==> images/class_map.png <==
Bar = 20 µm. Fill, decap, tap and diode cells in gray.
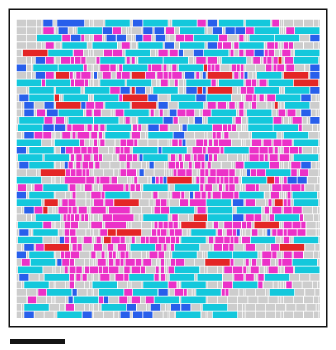
==> images/sizing.png <==
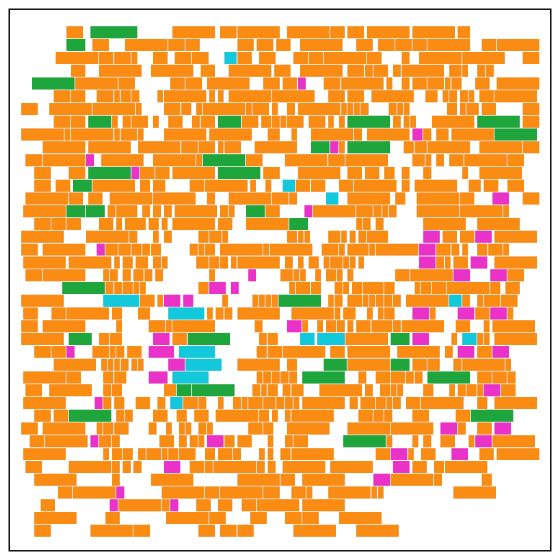
==> images/m2.png <==
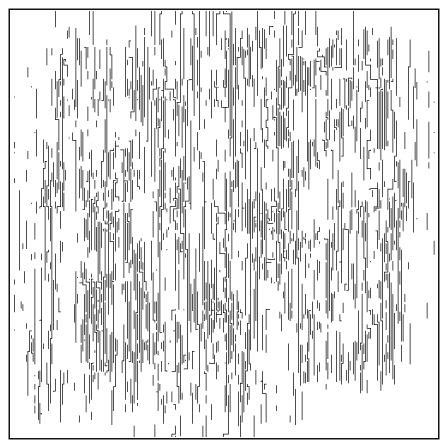
==> images/gates.png <==
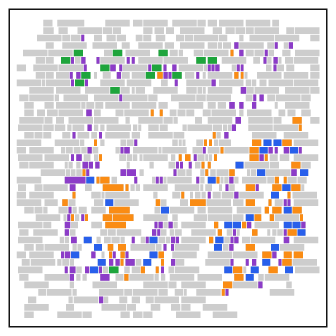
`src/rtl/freq_pkg.sv`:
```
// Shared definitions for the frequency meter: controller states, default
// counter width and the reference clock rate used by the calculation stage.
package freq_pkg;

    typedef enum logic [2:0] {
        IDLE,
        ARM,
        GATE,
        CLOSE,
        DONE
    } state_e;

    localparam int unsigned CW_DEF = 27;
    localparam int unsigned CLK_HZ = 50000000;

endpackage

```
`src/rtl/freq_gate_edge.sv`:
```
// Two-flop synchroniser and registered rising-edge detector for the
// asynchronous measured signal.
module edge_sync (
    input  logic clk,
    input  logic rst,
    input  logic din,
    output logic rise
);
    logic       sync1_q, sync1_d;
    logic       sync2_q, sync2_d;
    logic       prev_q,  prev_d;
    logic       rise_q,  rise_d;
    logic [2:0] fill_q,  fill_d;

    always_comb begin
        sync1_d = din;
        sync2_d = sync1_q;
        prev_d  = sync2_q;
        fill_d  = {fill_q[1:0], 1'b1};
        // fill_q[2] means prev_q holds a real post-reset sample, so a level
        // that was already high at reset release is never reported as a rise.
        rise_d  = sync2_q & ~prev_q & fill_q[2];
    end

    always_ff @(posedge clk or posedge rst) begin
        if (rst) begin
            sync1_q <= 1'b0;
            sync2_q <= 1'b0;
            prev_q  <= 1'b0;
            rise_q  <= 1'b0;
            fill_q  <= 3'b000;
        end else begin
            sync1_q <= sync1_d;
            sync2_q <= sync2_d;
            prev_q  <= prev_d;
            rise_q  <= rise_d;
            fill_q  <= fill_d;
        end
    end

    assign rise = rise_q;

endmodule

```
`src/rtl/freq_gate_ctrl.sv`:
```
// Equal-precision gate controller: opens on a signal edge, holds at least
// GATE_CYC clocks, closes on the next edge and reports N and M.
module freq_gate_ctrl
    import freq_pkg::*;
#(
    parameter int unsigned CW          = CW_DEF,
    parameter int unsigned GATE_CYC    = 50000000,
    parameter int unsigned TIMEOUT_CYC = 50000000
) (
    input  logic          clk,
    input  logic          rst,
    input  logic          sig_in,
    input  logic          start,
    input  logic          cont,
    output logic [CW-1:0] sig_cnt,
    output logic [CW-1:0] ref_cnt,
    output logic          valid,
    output logic          no_sig,
    output logic          busy
);
    localparam logic [CW-1:0] GATE_V    = CW'(GATE_CYC);
    localparam logic [CW-1:0] TIMEOUT_V = CW'(TIMEOUT_CYC);

    if ((64'(GATE_CYC) + 64'(TIMEOUT_CYC)) >= (64'd1 << CW)) begin : g_width_chk
        $error("freq_gate_ctrl: GATE_CYC + TIMEOUT_CYC must be below 2**CW");
    end

    state_e        state_q, state_d;
    logic [CW-1:0] n_q, n_d;
    logic [CW-1:0] m_q, m_d;
    logic [CW-1:0] wait_q, wait_d;
    logic [CW-1:0] sig_cnt_q, sig_cnt_d;
    logic [CW-1:0] ref_cnt_q, ref_cnt_d;
    logic          valid_q, valid_d;
    logic          no_sig_q, no_sig_d;
    logic          busy_q, busy_d;
    logic          closed;
    logic          timed_out;
    logic          sig_edge;

    edge_sync u_edge_sync (
        .clk  (clk),
        .rst  (rst),
        .din  (sig_in),
        .rise (sig_edge)
    );

    always_comb begin
        state_d   = state_q;
        n_d       = n_q;
        m_d       = m_q;
        wait_d    = wait_q;
        closed    = 1'b0;
        timed_out = 1'b0;

        case (state_q)
            IDLE: begin
                wait_d = '0;
                if (start || cont) state_d = ARM;
            end
            ARM: begin
                // The opening edge only zeroes the counters; it is not counted.
                if (sig_edge) begin
                    n_d     = '0;
                    m_d     = '0;
                    state_d = GATE;
                end else if (wait_q == TIMEOUT_V) begin
                    timed_out = 1'b1;
                    state_d   = DONE;
                end else begin
                    wait_d = wait_q + 1'b1;
                end
            end
            GATE: begin
                m_d = m_q + 1'b1;
                if (sig_edge) n_d = n_q + 1'b1;
                if (m_d >= GATE_V) begin
                    if (sig_edge) begin
                        closed  = 1'b1;
                        state_d = DONE;
                    end else begin
                        wait_d  = '0;
                        state_d = CLOSE;
                    end
                end
            end
            CLOSE: begin
                if (sig_edge) begin
                    m_d     = m_q + 1'b1;
                    n_d     = n_q + 1'b1;
                    closed  = 1'b1;
                    state_d = DONE;
                end else if (wait_q == TIMEOUT_V) begin
                    timed_out = 1'b1;
                    state_d   = DONE;
                end else begin
                    m_d    = m_q + 1'b1;
                    wait_d = wait_q + 1'b1;
                end
            end
            DONE: begin
                wait_d  = '0;
                state_d = cont ? ARM : IDLE;
            end
            default: state_d = IDLE;
        endcase
    end

    // Results are loaded on the transition into DONE so they appear with valid.
    always_comb begin
        sig_cnt_d = sig_cnt_q;
        ref_cnt_d = ref_cnt_q;
        no_sig_d  = no_sig_q;
        if (closed) begin
            sig_cnt_d = n_d;
            ref_cnt_d = m_d;
            no_sig_d  = 1'b0;
        end else if (timed_out) begin
            sig_cnt_d = '0;
            ref_cnt_d = '0;
            no_sig_d  = 1'b1;
        end
        valid_d = closed | timed_out;
        busy_d  = (state_d != IDLE);
    end

    always_ff @(posedge clk or posedge rst) begin
        if (rst) begin
            state_q   <= IDLE;
            n_q       <= '0;
            m_q       <= '0;
            wait_q    <= '0;
            sig_cnt_q <= '0;
            ref_cnt_q <= '0;
            valid_q   <= 1'b0;
            no_sig_q  <= 1'b0;
            busy_q    <= 1'b0;
        end else begin
            state_q   <= state_d;
            n_q       <= n_d;
            m_q       <= m_d;
            wait_q    <= wait_d;
            sig_cnt_q <= sig_cnt_d;
            ref_cnt_q <= ref_cnt_d;
            valid_q   <= valid_d;
            no_sig_q  <= no_sig_d;
            busy_q    <= busy_d;
        end
    end

    assign sig_cnt = sig_cnt_q;
    assign ref_cnt = ref_cnt_q;
    assign valid   = valid_q;
    assign no_sig  = no_sig_q;
    assign busy    = busy_q;

endmodule

```
`config.mk`:
```
export PLATFORM = sky130hd
export DESIGN_NAME = freq_gate_ctrl
export DESIGN_NICKNAME = d
export VERILOG_FILES = /design/src/rtl/freq_pkg.sv /design/src/rtl/freq_gate_edge.sv /design/src/rtl/freq_gate_ctrl.sv
export SDC_FILE = /design/constraint.sdc
export NUM_CORES = 1
export LEC_CHECK = 0
export CORE_MARGIN = 2
export CORE_UTILIZATION = 58
export CTS_CLUSTER_DIAMETER = 50
export DETAILED_ROUTE_END_ITERATION = 8
export GPL_TIMING_DRIVEN = 0
export PLACE_DENSITY_LB_ADDON = 0.2
export SETUP_SLACK_MARGIN = 0.4
export SLEW_MARGIN = 20
export SYNTH_ARGS = -nofsm -noshare
export SYNTH_HDL_FRONTEND = slang
export SYNTH_SLANG_ARGS = --single-unit
export TNS_END_PERCENT = 10
```
`constraint.sdc`:
```
create_clock -name clk -period 6.5 [get_ports clk]
set_clock_uncertainty 0.2 [all_clocks]
set_input_delay 0.65 -clock clk [delete_from_list [all_inputs] [get_ports clk]]
set_output_delay 0.65 -clock clk [all_outputs]
set_load 0.05 [all_outputs]
```
==> results.toml <==
# synthesis and place-and-route metrics
[detailed_routing]
drt_iter0_markers = 428
firstDrtPassIters = 7
routedWlPerCell_um = 18.0
num_vias = 5571
ant_nets = 0

[place]
port_buffers = 61
post-dp-hpwl_um = 11100
placed_cell_area_um2 = 7960

[critical_path]
reg2reg_depth = 12
path_buffers = 2
reg2reg_slack_ps = 2770
path_depth = 12
worstPathRequired_ps = 6660
r2r-end = "ref_cnt[6]"
cp_cell_sequence = "ha_1 > nand3_1 > nor4_4 > nand3_1 > xor2_1 > nand2_1 > nor4_4 > o21ai_2 > a21oi_1 > buf_4 > buf_6 > a22o_1"

[floorplan]
core-area_um2 = 12000
die-width_um = 115
die-area_um2 = 13200
std_cell_rows = 40

[global_routing]
grt_overflow_total = 0

[logic_synthesis]
xor_share = 0.0442
synth.avg_cell_area_um2 = 10.7
compound_area_frac = 0.156
async_flop_share = 1.00
yosys_cells = 669
ys_area_um2 = 7130
synth.distinct_cells = 59
synth_seq_share = 0.519

[clock_tree]
cts_resized = 0
cts_buffers = 17
clk_root_buffer_cell = "clkbuf_16"

[cells_and_area]
finish.instance_area_um2 = 8510
drive_gt1_frac = 0.121

[status]
outcome = "finished clean"

[final_timing]
period_minus_slack_ps = 3730
tns_ps = 0
max_freq_mhz = 268

[power_and_ir_drop]
ir_worst_vdd_uv = 388
pwr-share-clk = 0.349

[hold_path]
hp-class = "register to register"

[run]
warning_count = 29
Back to the opening pictures, class_map.png:
Key: cyan = registers [cells 148, share of their area 44%]; blue = remaining buffers and delay cells [cells 99, share of their area 10%]; magenta = remaining logic cells [cells 484, share of their area 39%]; red = clock drivers and dummy loads [cells 32, share of their area 6.5%]

Back to the opening pictures, sizing.png:
Key: green = x6 and larger [cells 32]; magenta = x2 [cells 47]; cyan = x3 and x4 [cells 13]; orange = x1 and smaller [cells 671]

Back to the opening pictures, m2.png:
The longest straight run is 56.8 µm. The layer holds 49% of the routed length. The wires run mostly vertical. 667 nets have wire on it.

Back to the opening pictures, gates.png:
Key: purple = nand cells [cells 135, most used nand2_1, where spread over the die]; orange = nor cells [cells 84, most used nor2_1]; blue = xor and xnor cells [cells 36, most used xor2_1]; green = mux cells [cells 14, most used mux2i_1]

[sequential cells by signal (all words and copies together), names as in the netlist]
signal	flops
m_q	27
ref_cnt	27
u_edge_sync.prev_d	1
sig_cnt	27
wait_q	27
state_q	3
busy	1
u_edge_sync.prev_q	1
n_q	27
u_edge_sync.rise	1
u_edge_sync.sync1_q	1
no_sig	1
valid	1
u_edge_sync.fill_q	3
[cells in the mapped netlist, types with 2 or more instances]
master | instances | area share
nand4_1 | 17 | 0.015
nor4_1 | 3 | 0.0026
buf_4 | 3 | 0.0032
a211o_1 | 2 | 0.0025
buf_2 | 11 | 0.0077
inv_1 | 15 | 0.0079
a31oi_1 | 7 | 0.0061
mux2i_1 | 14 | 0.020
and4_1 | 5 | 0.0061
dfrtp_1 | 148 | 0.52
o22ai_1 | 2 | 0.0018
or4b_2 | 3 | 0.0042
ha_1 | 6 | 0.011
o21ai_0 | 38 | 0.027
nor4b_1 | 2 | 0.0025
nand3_2 | 3 | 0.0042
xor2_1 | 24 | 0.029
o21ai_1 | 2 | 0.0014
a32o_1 | 2 | 0.0028
buf_6 | 8 | 0.013
nand3_1 | 43 | 0.030
or4_1 | 2 | 0.0021
and2_1 | 4 | 0.0035
xnor2_1 | 12 | 0.015
and3_1 | 16 | 0.014
o211ai_1 | 6 | 0.0063
a21o_1 | 2 | 0.0021
clkbuf_1 | 15 | 0.0079
nor3_2 | 22 | 0.031
nor2b_1 | 4 | 0.0035
or3_1 | 3 | 0.0026
o31ai_1 | 13 | 0.014
a21oi_1 | 13 | 0.0091
nor3_1 | 12 | 0.0084
nor4_4 | 4 | 0.012
or2_2 | 2 | 0.0018
nor2_1 | 34 | 0.018
a22o_1 | 56 | 0.069
nand2_1 | 71 | 0.037
[power by group through the flow]
stage          Clock, W  Sequential, W  Combinational [W]
3_3_place_gp          0        0.00109           0.000581
3_5_place_dp          0        0.00109           0.000599
4_1_cts        0.000911        0.00108           0.000603
5_1_grt        0.000953        0.00109           0.000661
2_1_floorplan         0        0.00117           0.000322
6_report       0.000901        0.00108           0.000606
[layer usage]
metal,part of all wire,up-vias,GRT usage
met1,0.45,2746,0.347
met3,0.048,29,0.0764
met4,0.021,0,0.112
met2,0.49,172,0.402
li1,-,2624,-
met5,0,-,0
[how the worst min path moves through the flow]
| stage | from | endpoint | cells after the start |
|---|---|---|---|
| 6_report | u_edge_sync.fill_q[0] | u_edge_sync.fill_q[1] | 0 |
| 5_1_grt | u_edge_sync.fill_q[0] | u_edge_sync.fill_q[1] | 0 |
| 4_1_cts | u_edge_sync.fill_q[0] | u_edge_sync.fill_q[1] | 0 |
| 3_5_place_dp | u_edge_sync.fill_q[0] | u_edge_sync.fill_q[1] | 0 |
| 3_3_place_gp | u_edge_sync.fill_q[0] | u_edge_sync.fill_q[1] | 0 |
| 2_1_floorplan | u_edge_sync.fill_q[0] | u_edge_sync.fill_q[1] | 0 |
[final cells by class]
class / instances / area [µm²]
inverters: 15 / 63.8
flip-flops and latches: 148 / 3700
multi-input cells: 469 / 3150
clock inverters: 7 / 47.5
repair buffers: 62 / 638
plain buffers: 37 / 224
clock buffers: 25 / 495
fillers: 859 / 3500
well taps: 147 / 184
Power and IR drop assume default switching activity.
